==> images/layer_met1.png <==
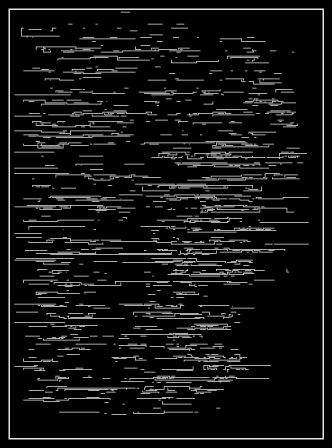
==> images/layer_met2.png <==
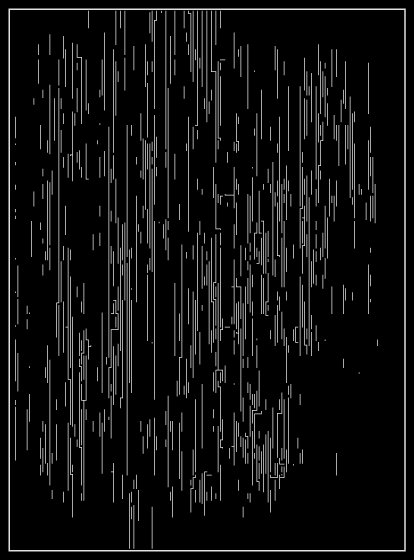
==> images/layer_met3.png <==
The bar under the picture is 20 µm long.
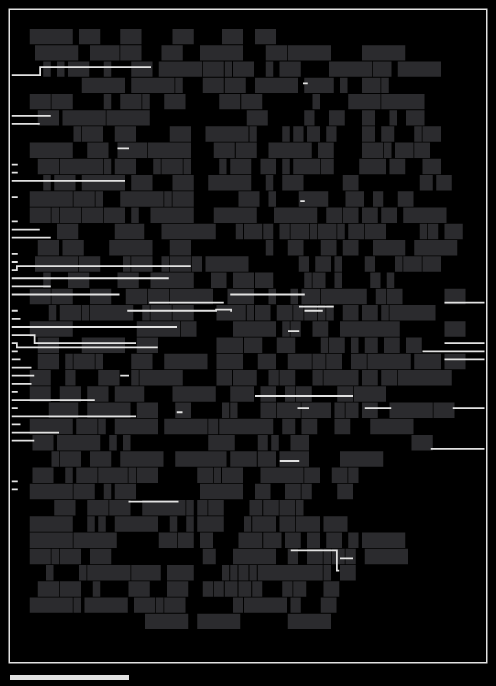
==> images/layer_met4.png <==
The bar under the picture is 20 µm long.
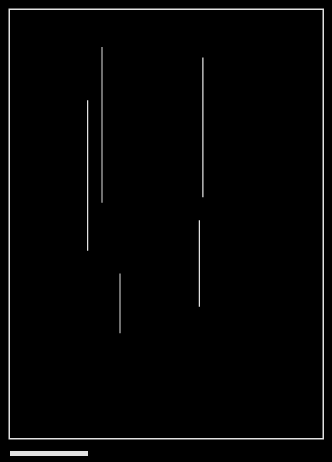
==> images/congestion.png <==
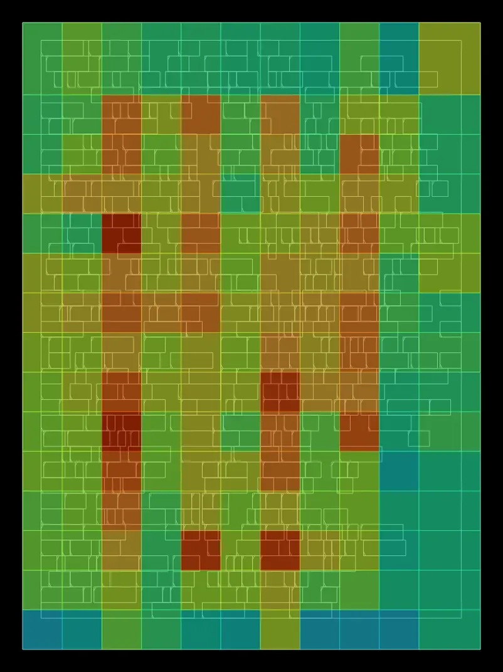
===== config.mk =====
export PLATFORM = sky130hd
export DESIGN_NAME = bnn_frame_sequencer_flat
export DESIGN_NICKNAME = d
export VERILOG_FILES = /design/src/rtl/bnn_frame_sequencer_if.sv /design/src/rtl/bnn_frame_sequencer.sv /design/src/flat_wrapper.sv
export SDC_FILE = /design/constraint.sdc
export NUM_CORES = 1
export LEC_CHECK = 0
export CAP_MARGIN = 20
export CORE_ASPECT_RATIO = 1.4
export CORE_MARGIN = 3
export CORE_UTILIZATION = 40
export DETAILED_ROUTE_END_ITERATION = 8
export HOLD_SLACK_MARGIN = 0.06
export MAX_ROUTING_LAYER = met4
export SYNTH_ARGS = -nofsm -noshare
export SYNTH_HDL_FRONTEND = slang
export SYNTH_SLANG_ARGS = --single-unit

===== constraint.sdc =====
create_clock -name clk -period 1.8 [get_ports clk]
set_clock_uncertainty 0.05 [all_clocks]
set_input_delay 0.36 -clock clk [delete_from_list [all_inputs] [get_ports clk]]
set_output_delay 0.36 -clock clk [all_outputs]
set_load 0.01 [all_outputs]

===== src/rtl/bnn_frame_sequencer_if.sv =====
// Byte-command and result handshake between the SPI byte path, the frame
// sequencer and the result consumer.
interface bnn_frame_sequencer_if;
  logic [7:0] cmd_data;
  logic       cmd_valid;
  logic       cmd_ready;
  logic [3:0] res_data;
  logic       res_valid;
  logic       res_ready;

  modport master (
    output cmd_data, cmd_valid, res_ready,
    input  cmd_ready, res_data, res_valid
  );

  modport slave (
    input  cmd_data, cmd_valid, res_ready,
    output cmd_ready, res_data, res_valid
  );
endinterface


===== src/rtl/bnn_frame_sequencer.sv =====
// Runs one BNN inference per 5-byte command frame: assembles operands, pulses
// bnn_start, waits for bnn_done and hands the class result out on a valid/ready port.
module bnn_frame_sequencer #(
  parameter int unsigned FRAME_BYTES  = 5,
  parameter int unsigned DONE_TIMEOUT = 255,
  parameter int unsigned GAP_TIMEOUT  = 1023
) (
  input  logic                   clk,
  input  logic                   rst,
  bnn_frame_sequencer_if.slave   host,
  output logic [3:0]             bnn_input,
  output logic [15:0]            bnn_weights,
  output logic [15:0]            bnn_bias,
  output logic                   bnn_start,
  input  logic                   bnn_done,
  input  logic [3:0]             bnn_result,
  output logic                   busy,
  output logic                   err
);

  localparam int unsigned DoneW    = $clog2(DONE_TIMEOUT + 1);
  localparam int unsigned GapW     = $clog2(GAP_TIMEOUT + 1);
  localparam logic [2:0]  LastByte = 3'(FRAME_BYTES - 1);

  typedef enum logic [2:0] {StLoad, StFire, StWait, StResult, StError} state_e;

  state_e           state_q;
  logic [2:0]       byte_cnt_q;
  logic [DoneW-1:0] done_tmr_q;
  logic [GapW-1:0]  gap_tmr_q;
  logic [3:0]       input_q;
  logic [15:0]      weights_q;
  logic [15:0]      bias_q;
  logic             cmd_ready_q;
  logic             start_q;
  logic             res_valid_q;
  logic [3:0]       res_data_q;
  logic             busy_q;
  logic             err_q;
  logic             accept;

  // cmd_ready_q is only high in LOAD/ERROR, so this is the byte handshake.
  assign accept = host.cmd_valid & cmd_ready_q;

  always_ff @(posedge clk) begin
    if (rst) begin
      state_q     <= StLoad;
      byte_cnt_q  <= '0;
      done_tmr_q  <= '0;
      gap_tmr_q   <= '0;
      input_q     <= '0;
      weights_q   <= '0;
      bias_q      <= '0;
      cmd_ready_q <= 1'b1;
      start_q     <= 1'b0;
      res_valid_q <= 1'b0;
      res_data_q  <= '0;
      busy_q      <= 1'b0;
      err_q       <= 1'b0;
    end else begin
      start_q <= 1'b0;
      unique case (state_q)
        StLoad: begin
          if (accept) begin
            gap_tmr_q <= '0;
            case (byte_cnt_q)
              3'd0:    input_q         <= host.cmd_data[3:0];
              3'd1:    weights_q[7:0]  <= host.cmd_data;
              3'd2:    weights_q[15:8] <= host.cmd_data;
              3'd3:    bias_q[7:0]     <= host.cmd_data;
              3'd4:    bias_q[15:8]    <= host.cmd_data;
              default: ;
            endcase
            if (byte_cnt_q == LastByte) begin
              byte_cnt_q  <= '0;
              state_q     <= StFire;
              start_q     <= 1'b1;
              cmd_ready_q <= 1'b0;
              busy_q      <= 1'b1;
            end else begin
              byte_cnt_q <= byte_cnt_q + 3'd1;
            end
          end else if (byte_cnt_q != '0) begin
            // Stalled partial frame: drop it but keep the operand registers.
            if (gap_tmr_q == GapW'(GAP_TIMEOUT - 1)) begin
              byte_cnt_q <= '0;
              gap_tmr_q  <= '0;
              err_q      <= 1'b1;
            end else begin
              gap_tmr_q <= gap_tmr_q + 1'b1;
            end
          end
        end
        StFire: begin
          state_q    <= StWait;
          done_tmr_q <= '0;
        end
        StWait: begin
          // done is checked first so a completion on the timeout cycle still counts.
          if (bnn_done) begin
            res_data_q  <= bnn_result;
            res_valid_q <= 1'b1;
            state_q     <= StResult;
          end else if (done_tmr_q == DoneW'(DONE_TIMEOUT - 1)) begin
            err_q       <= 1'b1;
            cmd_ready_q <= 1'b1;
            state_q     <= StError;
          end else begin
            done_tmr_q <= done_tmr_q + 1'b1;
          end
        end
        StResult: begin
          if (host.res_ready) begin
            res_valid_q <= 1'b0;
            cmd_ready_q <= 1'b1;
            busy_q      <= 1'b0;
            state_q     <= StLoad;
          end
        end
        StError: begin
          if (accept) begin
            err_q      <= 1'b0;
            input_q    <= host.cmd_data[3:0];
            byte_cnt_q <= 3'd1;
            gap_tmr_q  <= '0;
            busy_q     <= 1'b0;
            state_q    <= StLoad;
          end
        end
        default: state_q <= StLoad;
      endcase
    end
  end

  assign host.cmd_ready = cmd_ready_q;
  assign host.res_valid = res_valid_q;
  assign host.res_data  = res_data_q;
  assign bnn_input      = input_q;
  assign bnn_weights    = weights_q;
  assign bnn_bias       = bias_q;
  assign bnn_start      = start_q;
  assign busy           = busy_q;
  assign err            = err_q;

endmodule


===== src/flat_wrapper.sv =====
// flat-port wrapper written by rule: the top's interface ports become plain ports
module bnn_frame_sequencer_flat 
#(
  parameter int unsigned FRAME_BYTES  = 5,
  parameter int unsigned DONE_TIMEOUT = 255,
  parameter int unsigned GAP_TIMEOUT  = 1023
)
  (clk, rst, bnn_input, bnn_weights, bnn_bias, bnn_start, bnn_done, bnn_result, busy, err, host_cmd_data, host_cmd_valid, host_res_ready, host_cmd_ready, host_res_data, host_res_valid);
  bnn_frame_sequencer_if host_i ();
  input  logic clk;
  input  logic rst;
  output logic [3:0] bnn_input;
  output logic [15:0] bnn_weights;
  output logic [15:0] bnn_bias;
  output logic bnn_start;
  input  logic bnn_done;
  input  logic [3:0] bnn_result;
  output logic busy;
  output logic err;
  input wire logic [$bits(host_i.cmd_data)-1:0] host_cmd_data;
  input wire logic [$bits(host_i.cmd_valid)-1:0] host_cmd_valid;
  input wire logic [$bits(host_i.res_ready)-1:0] host_res_ready;
  output wire logic [$bits(host_i.cmd_ready)-1:0] host_cmd_ready;
  output wire logic [$bits(host_i.res_data)-1:0] host_res_data;
  output wire logic [$bits(host_i.res_valid)-1:0] host_res_valid;
  assign host_i.cmd_data = host_cmd_data;
  assign host_i.cmd_valid = host_cmd_valid;
  assign host_i.res_ready = host_res_ready;
  assign host_cmd_ready = host_i.cmd_ready;
  assign host_res_data = host_i.res_data;
  assign host_res_valid = host_i.res_valid;
  bnn_frame_sequencer #(.FRAME_BYTES(FRAME_BYTES), .DONE_TIMEOUT(DONE_TIMEOUT), .GAP_TIMEOUT(GAP_TIMEOUT)) u_core (.clk(clk), .rst(rst), .host(host_i), .bnn_input(bnn_input), .bnn_weights(bnn_weights), .bnn_bias(bnn_bias), .bnn_start(bnn_start), .bnn_done(bnn_done), .bnn_result(bnn_result), .busy(busy), .err(err));
endmodule

==> Changelog: implementation <==
### Changed

- Status: complete, no violations
- Post-synth EDFFs: 0
- Register area: between 1000 and 1500 µm²
- Top cell type's share of synthesized area: 45.4%
- Clk Latency, worst-skew pair: 350 ps
- Mapped cell area: 3040 µm²
- P_sw: 891 µW
- Maximum clock frequency: 576 MHz
- H-tree depth: 3
- Final hold violations: 0
- Cell Type Count: slightly below 50
- Worst-path fanout max: 9
- Cell Area, Placed: slightly above 4000 µm²
- Total CTS buffers: 9
- Leakage dissipation: 0.00167 µW
- Fin crit share: 96.5%
- Area growth syn-to-layout: 45.2%
- Fp_density: 41.3%
- Layout cells sized above 1: 20.3%
- Min Clock Period, post-route: ~1700 ps
- Pwr per Cell Area: between 700 and 800 nW/µm²
- Leading cell types by count after synthesis: dfxtp_1, nor2_1, mux2i_1
- Clock Sinks: 69
- Comb power frac: 16.2%
- Final WS setup: approximately 63 ps
- Post-Syn Instances: 324
- Setup crit end kind: flop
- Most numerous cell in the Yosys netlist: dfxtp_1
- DRT Pass-1 Iters: 4
- Fin nets: 455
- Total Neg Setup Slack: 0 ps
- WHS: 284 ps
- Worst slew pin tran: 451 ps
- Cts repair resizes: 1
- Critical path arrival: ~2000 ps
- Relative slew slack: 70.0%
- Asr flop ratio synth: 0%
- CTS tree: built
- Worst Min Path Start: rst
- DRT iter0 DRCs: 159
- Max cap viols: 0
- Post-CTS Setup Bufs: 0
- Placed cells: 511
- CTS Hold Bufs: 0
- Buffers on Ports: 61
- Most frequent logic cell in the layout: dfxtp_1
- Clock transition at path regs: around 70 ps
- Seq group: 1610 µW
- Critical Path RT: 2030 ps
- Logic area: around 1600 µm²
- FILL cells: 645
- RSZ-0062 raised after global routing: no
- Diode count: 0
- Root Driver: clkbuf_8
- Clock-net power: 1270 µW
- Syn_nets: 350
- Routed vias/inst: slightly above 5
- Worst reg2reg path startpoint: u_core.state_q[1]$_SDFFE_PP0P_
- Clock Tree Buf Depth: 2
- Final std cells w/o fill: 531
- Worst slack, placed: -352 ps
Back to the opening pictures, layer_met1.png:
- share of all routed wire: 45%
- wire length on this layer: 3,440 µm
- nets with wire on the layer: 412
DRT Wirelength: 7650 µm
GRT met1 Usage: 23.7%
Vias: 2,716

Back to the opening pictures, layer_met2.png:
- main direction: vertical
- wire length on this layer: 3,630 µm
- longest straight run: 46.6 µm
- share of all routed wire: 48%
met2 track demand over resource: 29.5%

Back to the opening pictures, layer_met3.png:
- wire length on this layer: 429 µm
- share of all routed wire: 5.6%
- main direction: horizontal
routing usage on met3: 5.29%

Back to the opening pictures, layer_met4.png:
- main direction: vertical
- longest straight run: 39.4 µm
- share of all routed wire: 2.0%
- nets with wire on the layer: 3
- wire length on this layer: 150 µm

Back to the opening pictures, congestion.png:
Total GRT Usage: 19.5%
Top Usage Layer GRT: met2

[cell type report]
| class | instances | area share, % |
|---|---|---|
| Clock buffer | 12 | 3.29 |
| Clock inverter | 4 | 1.08 |
| Inverter | 11 | 0.935 |
| Multi-Input combinational cell | 230 | 37.3 |
| Sequential cell | 69 | 31.4 |
| Tap cell | 97 | 2.75 |
| Timing Repair Buffer | 108 | 23.3 |
[flip-flops by register name, indices dropped and copies added, names as in the netlist]
name,count
u_core.host.res_valid,1
u_core.bnn_start,1
u_core.host.res_data,4
u_core.err,1
u_core.byte_cnt_q,3
u_core.bnn_bias,16
u_core.bnn_input,4
u_core.gap_tmr_q,10
u_core.bnn_weights,16
u_core.busy,1
u_core.state_q,3
u_core.done_tmr_q,8
u_core.host.cmd_ready,1
[metal layers]
metal  up-vias  routed length [µm]  track usage, %
met5         -                   0               -
li1       1359                   -               -
met2        66                3630            29.5
met3        13                 429            5.29
met4         0                 149            10.2
met1      1278                3440            23.7
[cell families after synthesis]
| kind of cell | after synthesis | share of synthesized area [%] |
|---|---|---|
| xor+xnor | 7 | 2.02 |
| fa+ha+maj | 9 | 3.70 |
| simple gates | 122 | 20.7 |
| flops | 69 | 45.4 |
| mux | 42 | 13.8 |
| buf+inv | 25 | 3.41 |
| compound gates | 50 | 10.9 |
[path summary, 6_finish.rpt]
path	slack [ps]	cells after the start	to
worst min register to register	440	2	u_core.gap_tmr_q[8]$_SDFFE_PP0P_
worst max register to register	100	5	u_core.gap_tmr_q[5]$_SDFFE_PP0P_
worst min-delay path	280	2	u_core.err$_SDFFE_PP0P_
worst max-delay path	60	6	u_core.gap_tmr_q[5]$_SDFFE_PP0P_
[worst max-delay path, cell delays in order]
cell and delay, ps:
clkdlybuf4s50_1 490, nor4bb_4 190, buf_4 180, a21oi_2 80, or4_4 520, a21oi_1 140
Power is estimated from default activity; no workload was simulated.
